==> images/layer_met2.png <==
Scale: 4 px per um. Cells faint in the background.
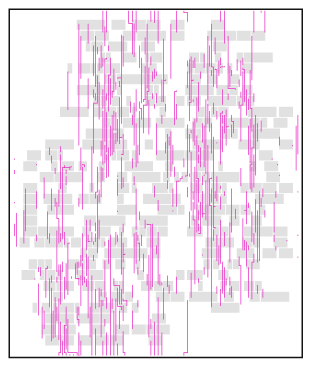
==> images/io_fan.png <==
Scale: 4 px per um.
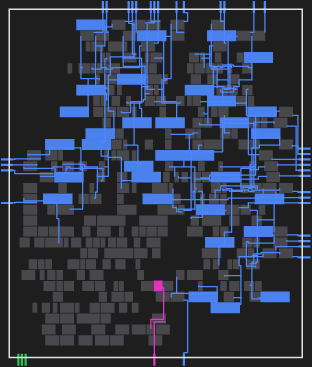
==> images/clocks.png <==
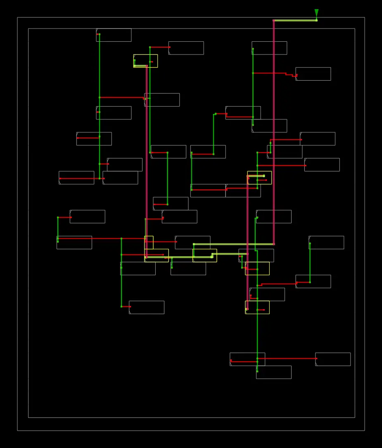
==> config.mk <==
export PLATFORM = sky130hd
export DESIGN_NAME = mc_ctrl
export DESIGN_NICKNAME = d
export VERILOG_FILES = /design/src/rtl/mc_ctrl_pkg.sv /design/src/rtl/mc_ctrl_opclass.sv /design/src/rtl/mc_ctrl.sv
export SDC_FILE = /design/constraint.sdc
export NUM_CORES = 1
export LEC_CHECK = 0
export CAP_MARGIN = 20
export CELL_PAD_IN_SITES_DETAIL_PLACEMENT = 0
export CELL_PAD_IN_SITES_GLOBAL_PLACEMENT = 1
export CORE_ASPECT_RATIO = 1.2
export CORE_MARGIN = 2
export CORE_UTILIZATION = 33
export CTS_CLUSTER_DIAMETER = 30
export DETAILED_ROUTE_END_ITERATION = 6
export GPL_ROUTABILITY_DRIVEN = 0
export PLACE_DENSITY = 0.8
export SYNTH_ARGS = -nofsm -noshare
export SYNTH_HDL_FRONTEND = slang
export SYNTH_SLANG_ARGS = --single-unit
==> constraint.sdc <==
create_clock -name clk -period 3.4 [get_ports clk]
set_clock_uncertainty 0.2 [all_clocks]
set_input_delay 0.34 -clock clk [delete_from_list [all_inputs] [get_ports clk]]
set_output_delay 0.34 -clock clk [all_outputs]
set_load 0.02 [all_outputs]
==> impl_summary.log <==
[flow] summary of implementation run
[metrics] number of remaining DRC errors: 0
[metrics] leakage power of the design: 0.908 nW
[metrics] mean post-synth cell area: 8.17 sq um
[metrics] WS Path Type: in -> reg
[metrics] cell occurring most often along the worst timing path: sky130_fd_sc_hd__ha_1
[metrics] Cell Count, Final, Fillers Out: 369
[metrics] met2 WL: 2440 um
[metrics] tap cells: 64
[metrics] Worst Hold Margin: 0.299 ns
[metrics] Buffers, non-clock: 79
[metrics] top cells, area: sky130_fd_sc_hd__dfxtp_1, sky130_fd_sc_hd__a21oi_1, sky130_fd_sc_hd__o31ai_1, sky130_fd_sc_hd__or4_1, sky130_fd_sc_hd__nor2_1
[metrics] number of antenna violations at the first check in global routing: 0
[metrics] clock tree from TritonCTS: built
[metrics] required time worst endpoint: 3.38 ns
[metrics] status: completed
[metrics] Root Driver: sky130_fd_sc_hd__clkbuf_8
[metrics] data arrival time of the worst path: 3.19 ns
[metrics] Buf+Inv Stages, Crit Path: 2
[metrics] flop count: 35
[metrics] net switching component of the power: 0.188 mW
[metrics] number of flip-flops in the largest register: 32
[metrics] final-report setup violation count: 0
[metrics] CP peak stage delay: 0.66 ns
[metrics] fp util: 0.336
[metrics] inverter count of the layout excluding clock inverters: 6
[metrics] Cell Rows: 30
[metrics] cell type group with the largest total delay on the critical path: simple AND/OR/NAND/NOR gates
[metrics] fin. max-slew vios: 0
[metrics] level count of the clock H-tree: 2
[metrics] Seq area share: 0.255
[metrics] vias in the first global route: 1768
[metrics] First-pass DRT Iterations: 4
[metrics] number of warning messages in the yosys log: 0
[metrics] number of combinational gates with multiple inputs: 178
[metrics] area of the die: 6320 sq um
[metrics] Hold Fails Final Rpt: 0
[metrics] amount of wire on met3 after detailed routing: 175 um
[metrics] core region area: 5590 sq um
[metrics] cell area after technology mapping: 1880 sq um
[metrics] die extent in y: 86.7 um
[metrics] area overhead of the layout relative to synthesis: 46.1%
[metrics] Mapped Cells: 230
[metrics] sequential power: 0.417 mW
[metrics] Remaining Overflow, GRT: 0
[metrics] most numerous cell types in the synthesized netlist: sky130_fd_sc_hd__dfxtp_1, sky130_fd_sc_hd__a21oi_1, sky130_fd_sc_hd__nor2_1, sky130_fd_sc_hd__nand2_1
[metrics] maximum fanout encountered on the critical timing path: 4
[metrics] maximum clock frequency: 0.312 GHz
[metrics] multi-input combinational cell area: 1120 sq um
[metrics] dominant register cell in the synthesized netlist: sky130_fd_sc_hd__dfxtp_1
Back to the opening pictures, layer_met2.png:
share of all routed wire: 49%
wire length on this layer: 2440 um
longest straight run: 33.0 um
main direction: vertical
nets with wire on the layer: 271
wire length reported by the detailed router: 4980 um
GRT met2 Usage: 0.264
total via count in the routed design: 1977

Back to the opening pictures, io_fan.png:
| port | colour | bits | direction | edge | end cells |
|---|---|---|---|---|---|
| `instret_cnt` | blue | 32 | output | 14 north, 13 east, 4 west, 1 south | 32 |
| `imem_req` | magenta | 1 | output | south | 1 |
| `funct3` | green | 3 | input | south | 0 |
num ports: 60
count of port buffers added during placement: 56

Back to the opening pictures, clocks.png:
number of sinks on the clock net: 35
clk_buf instances: 6
Skew-Pair Late Insertion Delay: 0.29 ns

cell families after synthesis:
| kind of cell | after synthesis | synth area share |
|---|---|---|
| multiplexers | 4 | 0.0233 |
| adder cells (fa/ha/maj) | 2 | 0.0133 |
| AND/OR/NAND/NOR | 116 | 0.354 |
| buffers and inverters | 17 | 0.0399 |
| flip-flops | 35 | 0.373 |
| AND-OR/OR-AND | 46 | 0.150 |
| XOR/XNOR | 10 | 0.0466 |
placed cells by master (no fill, tap or decap), drive strengths merged, types with 3 or more instances in the layout:
master	instances
inv	6
xnor2	8
dfxtp	35
nor2	19
nor4	6
mux2	3
or4	14
clkdlybuf4s50	56
and3	6
nand2	17
a21oi	20
and4	5
nor2b	8
clkbuf	6
o31ai	13
nand3	12
or3	7
nor3	6
o21ai	8
nand4	7
buf	23
Power figures rest on the tool's default switching activity, not on a simulated workload.
